==> run_1/util_map.png <==
Bar = 10 um. 8 x 9 tiles, from white (low) to dark blue (high), 0 to 100% covered.
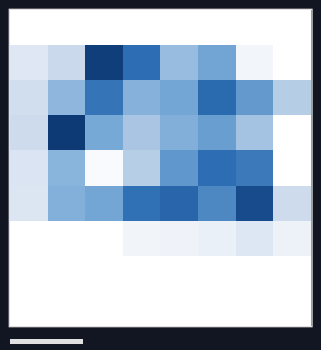
==> run_1/gates.png <==
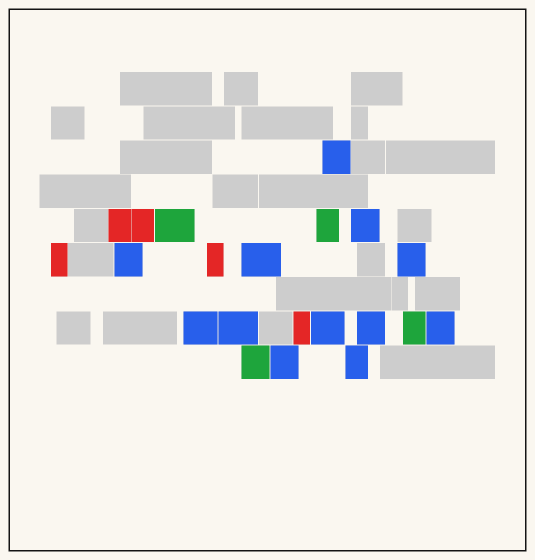
==> run_1/port_trees.png <==
Bar = 10 um.
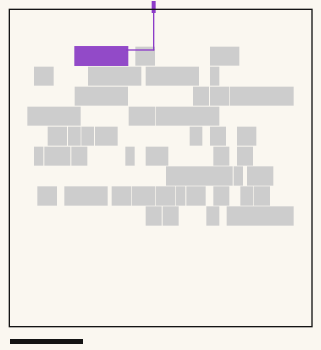
File: config.mk
export PLATFORM = sky130hd
export DESIGN_NAME = dbnc_gea1
export DESIGN_NICKNAME = d
export VERILOG_FILES = /design/src/rtl/dbnc_gea1.sv
export SDC_FILE = /design/constraint.sdc
export NUM_CORES = 1
export LEC_CHECK = 0
export ABC_CLOCK_PERIOD_IN_PS = 1100
export CORE_AREA = 2 2 39 41
export DETAILED_ROUTE_END_ITERATION = 10
export DIE_AREA = 0 0 41 43
export DONT_BUFFER_PORTS = 1
export PLACE_DENSITY_LB_ADDON = 0.3
export SYNTH_ARGS = -nofsm -noshare
export SYNTH_HDL_FRONTEND = slang
export SYNTH_SLANG_ARGS = --single-unit
File: constraint.sdc
create_clock -name clk -period 1.1 [get_ports clk]
set_input_delay 0.165 -clock clk [delete_from_list [all_inputs] [get_ports clk]]
set_output_delay 0.165 -clock clk [all_outputs]
set_load 0.005 [all_outputs]
File: src/rtl/dbnc_gea1.sv
`default_nettype none
// ============================================================================
// Module      : dbnc_gea1
// Description : Deglitch/debounce filter for a gated level. y follows the
//               sampled input only after STABLE consecutive differing
//               samples, with one-cycle rise/fall strobes on each change.
//               Optional macro DBNC_GEA1_SYNC_EN inserts a 2-flop
//               synchroniser ahead of the sampler.
// Revision    : 1.0 - initial release
// ============================================================================
module dbnc_gea1 #(
    parameter int CNT_W   = 4,
    parameter int STABLE  = 8,
    parameter bit RST_VAL = 1'b0
) (
    input  logic clk,
    input  logic rst,
    input  logic en,
    input  logic a,
    output logic y,
    output logic rise,
    output logic fall,
    output logic busy
);

    localparam logic [CNT_W-1:0] C_LAST = CNT_W'(STABLE - 1);

    logic             w_s;
    logic             r_y;
    logic             r_rise;
    logic             r_fall;
    logic [CNT_W-1:0] r_cnt;

`ifdef DBNC_GEA1_SYNC_EN
    // a may be asynchronous here; only the second stage feeds the filter
    logic r_sync1;
    logic r_sync2;

    always_ff @(posedge clk) begin
        if (rst) begin
            r_sync1 <= RST_VAL;
            r_sync2 <= RST_VAL;
        end else begin
            r_sync1 <= a;
            r_sync2 <= r_sync1;
        end
    end

    assign w_s = r_sync2;
`else
    assign w_s = a;
`endif

    always_ff @(posedge clk) begin
        if (rst) begin
            r_y    <= RST_VAL;
            r_cnt  <= '0;
            r_rise <= 1'b0;
            r_fall <= 1'b0;
        end else begin
            r_rise <= 1'b0;
            r_fall <= 1'b0;
            if (en) begin
                if (w_s == r_y) begin
                    r_cnt <= '0;
                end else if (r_cnt == C_LAST) begin
                    // STABLE-th consecutive differing sample: commit the change
                    r_y    <= w_s;
                    r_cnt  <= '0;
                    r_rise <= w_s;
                    r_fall <= ~w_s;
                end else begin
                    r_cnt <= r_cnt + 1'b1;
                end
            end
        end
    end

    assign y    = r_y;
    assign rise = r_rise;
    assign fall = r_fall;
    assign busy = |r_cnt;

endmodule
`default_nettype wire

==> impl_results.html, run 1 <==
<h2>Implementation results</h2>
<table>
<tr><th>Metric</th><th>Value</th></tr>
<tr><th colspan="2">Clock tree</th></tr>
<tr><td>Clock transition at the registers of the reported paths</td><td>50 ps</td></tr>
<tr><td>Clk_lat worst skew</td><td>250 ps</td></tr>
<tr><td>CTS tree</td><td>yes</td></tr>
<tr><td>Maximum count of clock buffers along a single path</td><td>2</td></tr>
<tr><td>CTS HTree Levels</td><td>1</td></tr>
<tr><td>Number of setup buffers added after CTS</td><td>0</td></tr>
<tr><th colspan="2">Setup path</th></tr>
<tr><td>Critical R2R Launch</td><td>r_cnt[1]</td></tr>
<tr><td>Register-to-register setup slack</td><td>around 60 ps</td></tr>
<tr><td>Kind of start point of the critical path</td><td>flop</td></tr>
<tr><td>Slowest cell on the critical path</td><td>sky130_fd_sc_hd__dfxtp_4</td></tr>
<tr><td>CP Class</td><td>reg2out</td></tr>
<tr><td>Endpoint of the worst-slack reg-to-reg timing path</td><td>y</td></tr>
<tr><td>Cell breakdown of the critical path</td><td>buf_6 &gt; inv_4 &gt; ha_4 &gt; nand2_2</td></tr>
<tr><td>Critical path endpoint category</td><td>output port</td></tr>
<tr><td>Worst Reg-to-Reg Cells</td><td>4</td></tr>
<tr><td>Longest individual stage delay on the worst path</td><td>360 ps</td></tr>
<tr><td>Required time of the critical path</td><td>940 ps</td></tr>
<tr><td>Critical Path Fanout Max</td><td>3</td></tr>
<tr><th colspan="2">Layout</th></tr>
<tr><td>Cell Count, Final, Fillers Out</td><td>approximately 61</td></tr>
<tr><td>Share of post-route cells with drive strength above 1</td><td>around 31%</td></tr>
<tr><td>Final instance area</td><td>469 um2</td></tr>
<tr><td>Antenna fix cells</td><td>0</td></tr>
<tr><td>Final nets</td><td>approximately 52</td></tr>
<tr><th colspan="2">Yosys</th></tr>
<tr><td>Dominant cell by count in the synthesized netlist</td><td>sky130_fd_sc_hd__dfxtp_1</td></tr>
<tr><td>Distinct lib cells</td><td>18</td></tr>
<tr><td>Most used flip-flop cell</td><td>sky130_fd_sc_hd__dfxtp_1</td></tr>
<tr><td>Cell type contributing the most total cell area after synthesis</td><td>sky130_fd_sc_hd__dfxtp_1</td></tr>
<tr><td>Synthesized instance count</td><td>37</td></tr>
<tr><td>Synth Area per Inst</td><td>roughly 9 um2</td></tr>
<tr><td>EDFF count, synth</td><td>0</td></tr>
<tr><td>Register share after synthesis</td><td>41.3%</td></tr>
<tr><td>Cell total in the yosys stat output</td><td>37</td></tr>
<tr><td>Top area contributor share</td><td>between 40% and 50%</td></tr>
<tr><td>Top cells by count</td><td>sky130_fd_sc_hd__dfxtp_1 (7), sky130_fd_sc_hd__nand2b_1 (4), sky130_fd_sc_hd__nor2_1 (3)</td></tr>
<tr><td>#FFs+latches synth</td><td>7</td></tr>
<tr><td>Post-synthesis instance area</td><td>about 340 um2</td></tr>
<tr><td>Net Count, Synth</td><td>~43</td></tr>
<tr><td>Chip area estimate from yosys synthesis</td><td>between 300 and 400 um2</td></tr>
<tr><th colspan="2">Detailed routing</th></tr>
<tr><td>Final Routed Wirelength</td><td>703 um</td></tr>
<tr><td>Total iterations of the first detailed-routing run</td><td>4</td></tr>
<tr><td>Routed wirelength normalized by instance count</td><td>about 12 um</td></tr>
<tr><td>Remaining DRCs</td><td>0</td></tr>
<tr><td>DRT iter0 DRCs</td><td>7</td></tr>
<tr><td>ANT nets after route</td><td>0</td></tr>
<tr><td>Overall via count from detail_route</td><td>289</td></tr>
<tr><td>Via-per-instance ratio</td><td>between 4 and 5</td></tr>
<tr><th colspan="2">STA</th></tr>
<tr><td>Final hold viol count</td><td>0</td></tr>
<tr><td>Final-layout setup total negative slack</td><td>0 ps</td></tr>
<tr><td>Max-slew violation count</td><td>0</td></tr>
<tr><td>Setup repair after global routing missed its margin</td><td>yes</td></tr>
<tr><td>Max-Slew Margin vs Limit</td><td>between 80 and 90%</td></tr>
<tr><td>Setup Viol. Count Final</td><td>0</td></tr>
<tr><td>Slew at the pin with the worst max-slew slack</td><td>roughly 270 ps</td></tr>
<tr><td>Final period demand of the worst path</td><td>roughly 1100 ps</td></tr>
<tr><td>Final worst hold slack</td><td>between 30 and 40 ps</td></tr>
<tr><td>Achievable frequency</td><td>between 900 and 1000 MHz</td></tr>
<tr><th colspan="2">Floorplanning</th></tr>
<tr><td>Floorplan die height</td><td>about 43 um</td></tr>
<tr><td># rows</td><td>14</td></tr>
<tr><td>Chip footprint</td><td>~0.0018 mm2</td></tr>
<tr><th colspan="2">Min path</th></tr>
<tr><td>Endpoint of the worst hold path</td><td>r_cnt[3]</td></tr>
<tr><td>Hold Startpoint</td><td>en</td></tr>
<tr><td>Tightest Hold Check Type</td><td>in2reg</td></tr>
<tr><th colspan="2">Global route</th></tr>
<tr><td>Global-route usage over all layers</td><td>between 10% and 20%</td></tr>
<tr><td>Pin count of the biggest net entering global routing</td><td>10</td></tr>
<tr><td>Aggregate global routing overflow</td><td>0</td></tr>
<tr><td>Wire length of the first global-routing pass</td><td>around 1100 um</td></tr>
<tr><th colspan="2">Power</th></tr>
<tr><td>Leak pwr</td><td>0.173 nW</td></tr>
<tr><td>Maximum resistive drop on vdd</td><td>approximately 0.80 mV</td></tr>
<tr><td>Cell Pwr Density</td><td>approximately 1100 mW/mm2</td></tr>
<tr><th colspan="2">Placement</th></tr>
<tr><td>Post-DP Area</td><td>approximately 380 um2</td></tr>
<tr><td>RD Place Congestion</td><td>0.610</td></tr>
<tr><td>Half-perimeter wire length after detailed placement</td><td>around 540 um</td></tr>
<tr><td>Cell Count Post-Placement</td><td>between 50 and 60</td></tr>
<tr><th colspan="2">Flow run</th></tr>
<tr><td>Tool warning count</td><td>28</td></tr>
<tr><td>Max-capacitance violation count</td><td>0</td></tr>
<tr><th colspan="2">Status</th></tr>
<tr><td>Status</td><td>finished clean</td></tr>
</table>
Notes on util_map.png above:
emptiest ninth of the die: bottom left
fullest tile: 97%
densest ninth of the die: middle
mean over tiles: 26%
CORE AREA: 0.00138 mm2
Core Util at FP: 24.5%
final core utilization: 33.9%

Notes on gates.png above:
legend:
  red:
    family: nor cells
    cells: 5
    most_used: nor2_1
  green:
    family: aoi and oai cells
    cells: 4
    most_used: a21oi_1
    where: middle
  blue:
    family: nand cells
    cells: 12
    most_used: nand2b_1
most frequent logic cell in the layout: sky130_fd_sc_hd__dfxtp_1
fraction of area in multi-input gates: 47.2%

Notes on port_trees.png above:
legend:
  purple:
    port: fall
    bits: 1
    direction: output
    edge: top
    end_cells: 1
    buffers: 0
    wire: 8.90 um
I/O pin cnt: 8
count of buffers inserted at the top-level ports: 0

## run 1: logic make-up (layout without fill, tap and decap cells)
logic type	count (synthesis)	in the layout	synth area share [%]
AND-OR/OR-AND	4	4	7.38
XOR/XNOR	1	1	2.58
adder cells (fa/ha/maj)	2	2	7.38
buffers and inverters	3	11	3.69
flip-flops	7	7	41.3
multiplexers	2	2	5.90
AND/OR/NAND/NOR	18	18	31.7
## run 1: metrics by stage
step / setup WS [ps] / power, W
finish: 0.664 / 0.000517
global route: -50.0 / 0.000550
CTS: 3.39 / 0.000531
detailed placement: -28.9 / 0.000286
global placement: -17.3 / 0.000286
floorplan: 63.1 / 0.000283
## run 1: placed cells by master, fill, tap and decap left out, drive strengths merged
cell type / n
nand2: 1
a31oi: 1
xor2: 1
nand4: 2
nand2b: 4
a21oi: 2
clkbuf: 4
dfxtp: 7
nand3: 1
nor2: 3
or2b: 1
nand4b: 2
mux2i: 2
buf: 4
nand3b: 2
ha: 2
nor3: 2
inv: 2
a311oi: 1
dlygate4sd3: 1
## run 1: worst max-delay path by stage
| stage | start | to | slack, ps |
|---|---|---|---|
| after floorplan | r_cnt[0] | y | 60 |
| after global placement | r_cnt[0] | y | -20 |
| after detailed placement | r_cnt[0] | y | -30 |
| after CTS | r_cnt[1] | busy | 3 |
| after global routing | r_cnt[1] | busy | -50 |
| final | r_cnt[1] | busy | 0.7 |
## run 1: area by class of cell
class	instances	area, um2
repair buffers	5	43.8
clock buffers	4	26.3
multi-input cells	27	221
inverters	2	10.0
fillers	144	915
well taps	16	20.0
flip-flops and latches	7	148
## run 1: report_power, final
group | switching, W | internal (W)
Clock | 0.0000867 | 0.000138
Combinational | 0.0000166 | 0.0000175
Sequential | 0.00000386 | 0.000254
Total | 0.000107 | 0.000410
## run 1: layer usage
layer	up-vias	global-route usage, %	share of wire (%)
li1	147	-	-
met1	127	12.3	45
met2	13	11.9	42
met3	2	9.95	12
met4	0	4.00	0.85
met5	-	0	0
## run 1: what timing repair did
item                       CTS  global route
resized                      8             5
setup endpoints to repair    3             6
pin swaps                    2             3
hold buffers                 1             0
hold endpoints to repair     7             0
## run 1: worst max-delay path: cells and delay by family (launching register included)
family	cells	cell delay, ps
flops	1	360
fa+ha+maj	1	140
buf+inv	2	130
simple gates	1	50
## run 1: state kept, by name, indices dropped and copies added (netlist names)
name   count
rise       1
r_cnt      4
y          1
fall       1
==> run 2: changes to the inputs <==
ABC_AREA = 1   (was unset)
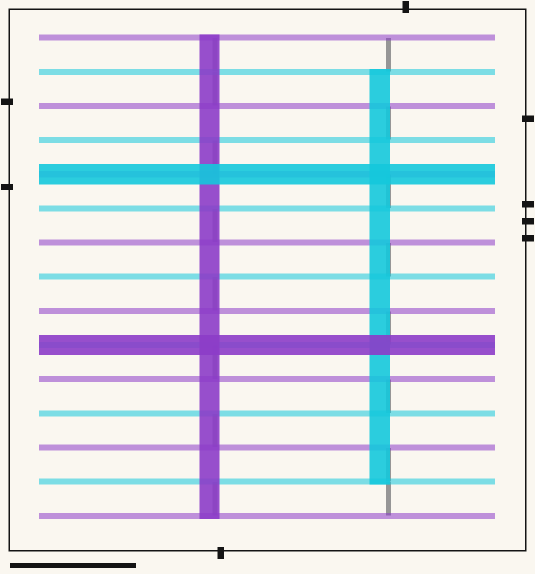
(run_2/floorplan.png)
Bar = 10 um. Pins as bars on the die edge. Tap cells in grey.
legend:
  purple:
    net: VSS
  cyan:
    net: VDD
met4 straps: 2
met5 straps: 2
width of the die: 41 um
floorplan die height: 43 um
maximum resistive drop on vdd: 0.795 mV

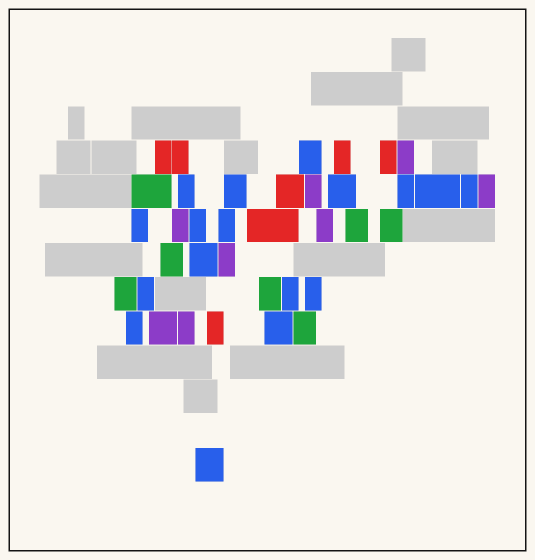
(run_2/gates.png)
legend:
  green:
    family: aoi and oai cells
    cells: 7
    most_used: a21oi_1
    where: middle
  red:
    family: nor cells
    cells: 7
    most_used: nor2_1
    where: top middle
  blue:
    family: nand cells
    cells: 17
    most_used: nand2_1
  purple:
    family: inv cells
    cells: 8
    most_used: inv_1
most frequent logic cell in the layout: sky130_fd_sc_hd__nand2_1
Cell Count, Final, Fillers Out: 72
fraction of area in multi-input gates: 44.1%

==> run 2 against run 1 <==
Area after synthesis grew 3.3%. Synthesized cell count grew 30%. Non-clock buffer count shrank 1. Register-to-register slack is essentially flat. Sequential power grew 2%. Clock power is essentially flat. Total power grew 4.2%. Sequential cell count is the same. Die area is the same. Worst setup slack gained 0.79 ps. Combinational power grew 36%.
==> impl_results.html, run 2 <==
<h2>Implementation results</h2>
<table>
<tr><th>Metric</th><th>Value</th></tr>
<tr><th colspan="2">Status</th></tr>
<tr><td>Status</td><td>finished clean</td></tr>
<tr><th colspan="2">Setup path</th></tr>
<tr><td>Kind of start point of the critical path</td><td>flop</td></tr>
<tr><td>Endpoint of the worst-slack reg-to-reg timing path</td><td>y</td></tr>
<tr><td>Longest individual stage delay on the worst path</td><td>360 ps</td></tr>
<tr><td>Critical Path Fanout Max</td><td>2</td></tr>
<tr><td>Worst path bufs/invs</td><td>2</td></tr>
<tr><td>Register-to-register setup slack</td><td>50 ps</td></tr>
<tr><td>Critical path endpoint category</td><td>output port</td></tr>
<tr><td>CP Class</td><td>reg2out</td></tr>
<tr><td>Critical R2R Launch</td><td>r_cnt[0]</td></tr>
<tr><td>Worst Setup EP</td><td>busy</td></tr>
<tr><td>Required time of the critical path</td><td>~940 ps</td></tr>
<tr><td>Worst Reg-to-Reg Cells</td><td>6</td></tr>
<tr><td>Total stage count of the critical path</td><td>4</td></tr>
<tr><th colspan="2">Clock tree</th></tr>
<tr><td>Clock transition at the registers of the reported paths</td><td>around 50 ps</td></tr>
<tr><td>Clk_lat worst skew</td><td>between 200 and 300 ps</td></tr>
<tr><td>CTS tree</td><td>yes</td></tr>
<tr><td>CTS HTree Levels</td><td>1</td></tr>
<tr><th colspan="2">Layout</th></tr>
<tr><td>Final nets</td><td>63</td></tr>
<tr><td>Share of post-route cells with drive strength above 1</td><td>between 30% and 40%</td></tr>
<tr><td>Register with the highest flop count</td><td>r_cnt</td></tr>
<tr><td>Top logic cells by instance count in the layout</td><td>sky130_fd_sc_hd__nand2_1 (10), sky130_fd_sc_hd__inv_1 (7), sky130_fd_sc_hd__nor2_1 (5), sky130_fd_sc_hd__dfxtp_1 (5)</td></tr>
<tr><td>Antenna fix cells</td><td>0</td></tr>
<tr><th colspan="2">Placement</th></tr>
<tr><td>Count of buffers inserted at the top-level ports</td><td>0</td></tr>
<tr><td>Half-perimeter wire length after detailed placement</td><td>497 um</td></tr>
<tr><td>RD Place Congestion</td><td>around 0.72</td></tr>
<tr><th colspan="2">STA</th></tr>
<tr><td>Slew at the pin with the worst max-slew slack</td><td>227 ps</td></tr>
<tr><td>Final hold viol count</td><td>0</td></tr>
<tr><td>Max-slew violation count</td><td>0</td></tr>
<tr><td>Final period demand of the worst path</td><td>approximately 1100 ps</td></tr>
<tr><td>Setup repair after global routing missed its margin</td><td>yes</td></tr>
<tr><td>Setup Viol. Count Final</td><td>0</td></tr>
<tr><td>Max-Slew Margin vs Limit</td><td>a little over four fifths</td></tr>
<tr><th colspan="2">Floorplanning</th></tr>
<tr><td>Chip footprint</td><td>around 0.0018 mm2</td></tr>
<tr><td># rows</td><td>14</td></tr>
<tr><th colspan="2">Global route</th></tr>
<tr><td>Wire length of the first global-routing pass</td><td>~1100 um</td></tr>
<tr><td>Aggregate global routing overflow</td><td>0</td></tr>
<tr><td>Global-route usage over all layers</td><td>9.85%</td></tr>
<tr><td>Pin count of the biggest net entering global routing</td><td>7</td></tr>
<tr><th colspan="2">Yosys</th></tr>
<tr><td>Chip area estimate from yosys synthesis</td><td>roughly 350 um2</td></tr>
<tr><td>#FFs+latches synth</td><td>7</td></tr>
<tr><td>Register share after synthesis</td><td>approximately two fifths</td></tr>
<tr><td>Most used flip-flop cell</td><td>sky130_fd_sc_hd__dfxtp_1</td></tr>
<tr><td>Net Count, Synth</td><td>between 50 and 60</td></tr>
<tr><td>Top area contributor share</td><td>40.0%</td></tr>
<tr><td>Cell type contributing the most total cell area after synthesis</td><td>sky130_fd_sc_hd__dfxtp_1</td></tr>
<tr><td>Dominant cell by count in the synthesized netlist</td><td>sky130_fd_sc_hd__nand2_1</td></tr>
<tr><td>Top cells by count</td><td>sky130_fd_sc_hd__nand2_1 (11), sky130_fd_sc_hd__inv_1 (8), sky130_fd_sc_hd__dfxtp_1 (7)</td></tr>
<tr><td>Post-synthesis instance area</td><td>approximately 350 um2</td></tr>
<tr><td>Cell total in the yosys stat output</td><td>about 48</td></tr>
<tr><th colspan="2">Min path</th></tr>
<tr><td>Tightest Hold Check Type</td><td>in2reg</td></tr>
<tr><th colspan="2">Detailed routing</th></tr>
<tr><td>Total iterations of the first detailed-routing run</td><td>4</td></tr>
<tr><td>DRT iter0 DRCs</td><td>3</td></tr>
<tr><td>Final Routed Wirelength</td><td>between 600 and 700 um</td></tr>
<tr><td>Via-per-instance ratio</td><td>between 4 and 5</td></tr>
<tr><td>Routed wirelength normalized by instance count</td><td>9.56 um</td></tr>
<tr><td>Remaining DRCs</td><td>0</td></tr>
<tr><th colspan="2">Power</th></tr>
<tr><td>Leak pwr</td><td>0.186 nW</td></tr>
<tr><td>Cell Pwr Density</td><td>1150 mW/mm2</td></tr>
<tr><td>Overall power of the completed layout</td><td>0.000539 W</td></tr>
<tr><th colspan="2">Flow run</th></tr>
<tr><td>Max-capacitance violation count</td><td>0</td></tr>
<tr><td>Tool warning count</td><td>28</td></tr>
</table>
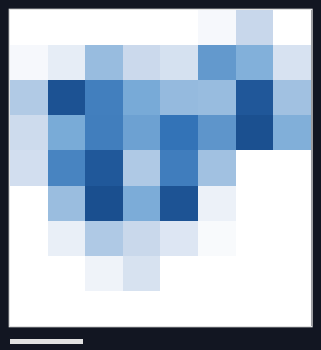
(run_2/util_map.png)
Bar = 10 um. 8 x 9 tiles, from white (low) to dark blue (high), 0 to 100% covered.
Core Util at FP: 25.3%
final core utilization: 34.0%

## run 2: netlist changes by cell type after synthesis, sizes merged, moves of 3 or more
| cell | previous run | this run |
|---|---|---|
| inv | 2 | 8 |
| nor2 | 3 | 7 |
| o21ai | 0 | 3 |
| nand2 | 1 | 13 |
| nand2b | 4 | 0 |
## run 2: area by class of cell
cell class,count,area [um2]
Timing Repair Buffer,4,38.8
Clock buffer,4,26.3
Multi-Input combinational cell,33,208
Inverter,8,32.5
Fill cell,155,913
Sequential cell,7,145
Tap cell,16,20.0
## run 2: repair_timing
| action | in CTS | in global routing |
|---|---|---|
| endpoints found under the hold margin | 3 | 0 |
| setup buffers | 1 | 0 |
| gates resized | 6 | 5 |
| pin swaps | 1 | 2 |
| hold buffers | 2 | 0 |
| setup endpoints to repair | 3 | 4 |
## run 2: power by group
group	total (W)	leakage (nW)	switching (W)	internal, W
clock network	0.000228	0.0150	0.0000902	0.000138
logic	0.0000463	0.113	0.0000245	0.0000218
registers	0.000264	0.0577	0.00000647	0.000258
total	0.000539	0.186	0.000121	0.000418
## run 2: how the worst min path moves through the flow
stage	from	end	slack, ps	depth (start not counted)
2_1_floorplan	rst	r_cnt[3]	230	1
3_3_place_gp	rst	r_cnt[3]	230	1
3_5_place_dp	rst	r_cnt[3]	230	1
4_1_cts	a	rise	30	2
5_1_grt	a	rise	30	2
6_report	a	rise	50	2
## run 2: logic make-up after synthesis
logic type,Yosys count,synth area share [%]
AOI/OAI and AO/OA,7,11.1
adders and majority gates,2,7.14
DFF,7,40.0
and+or+nand+nor,24,33.2
buffers and inverters,8,8.57
## run 2: metrics by stage
stage,TNS [ps],util [%],area [um2],setup slack (ps),instances
6_report,0,34.0,470,1.45,72
5_1_grt,-62.9,34.0,470,-38.5,72
4_1_cts,0,32.0,443,3.16,72
3_5_place_dp,-37.9,27.3,378,-37.9,65
3_3_place_gp,-14.6,27.3,378,-14.6,65
2_1_floorplan,0,-,350,59.2,48
## run 2: routing by layer
| metal | wire length (um) | GRT usage (%) | vias up | part of all wire [%] |
|---|---|---|---|---|
| li1 | - | - | 166 | - |
| met2 | 291 | 12.2 | 10 | 42 |
| met4 | 0 | 4.00 | 0 | 0 |
| met1 | 331 | 11.3 | 138 | 48 |
| met3 | 65 | 9.42 | 0 | 9.4 |
| met5 | 0 | 0 | - | 0 |
Power and IR drop assume default switching activity.
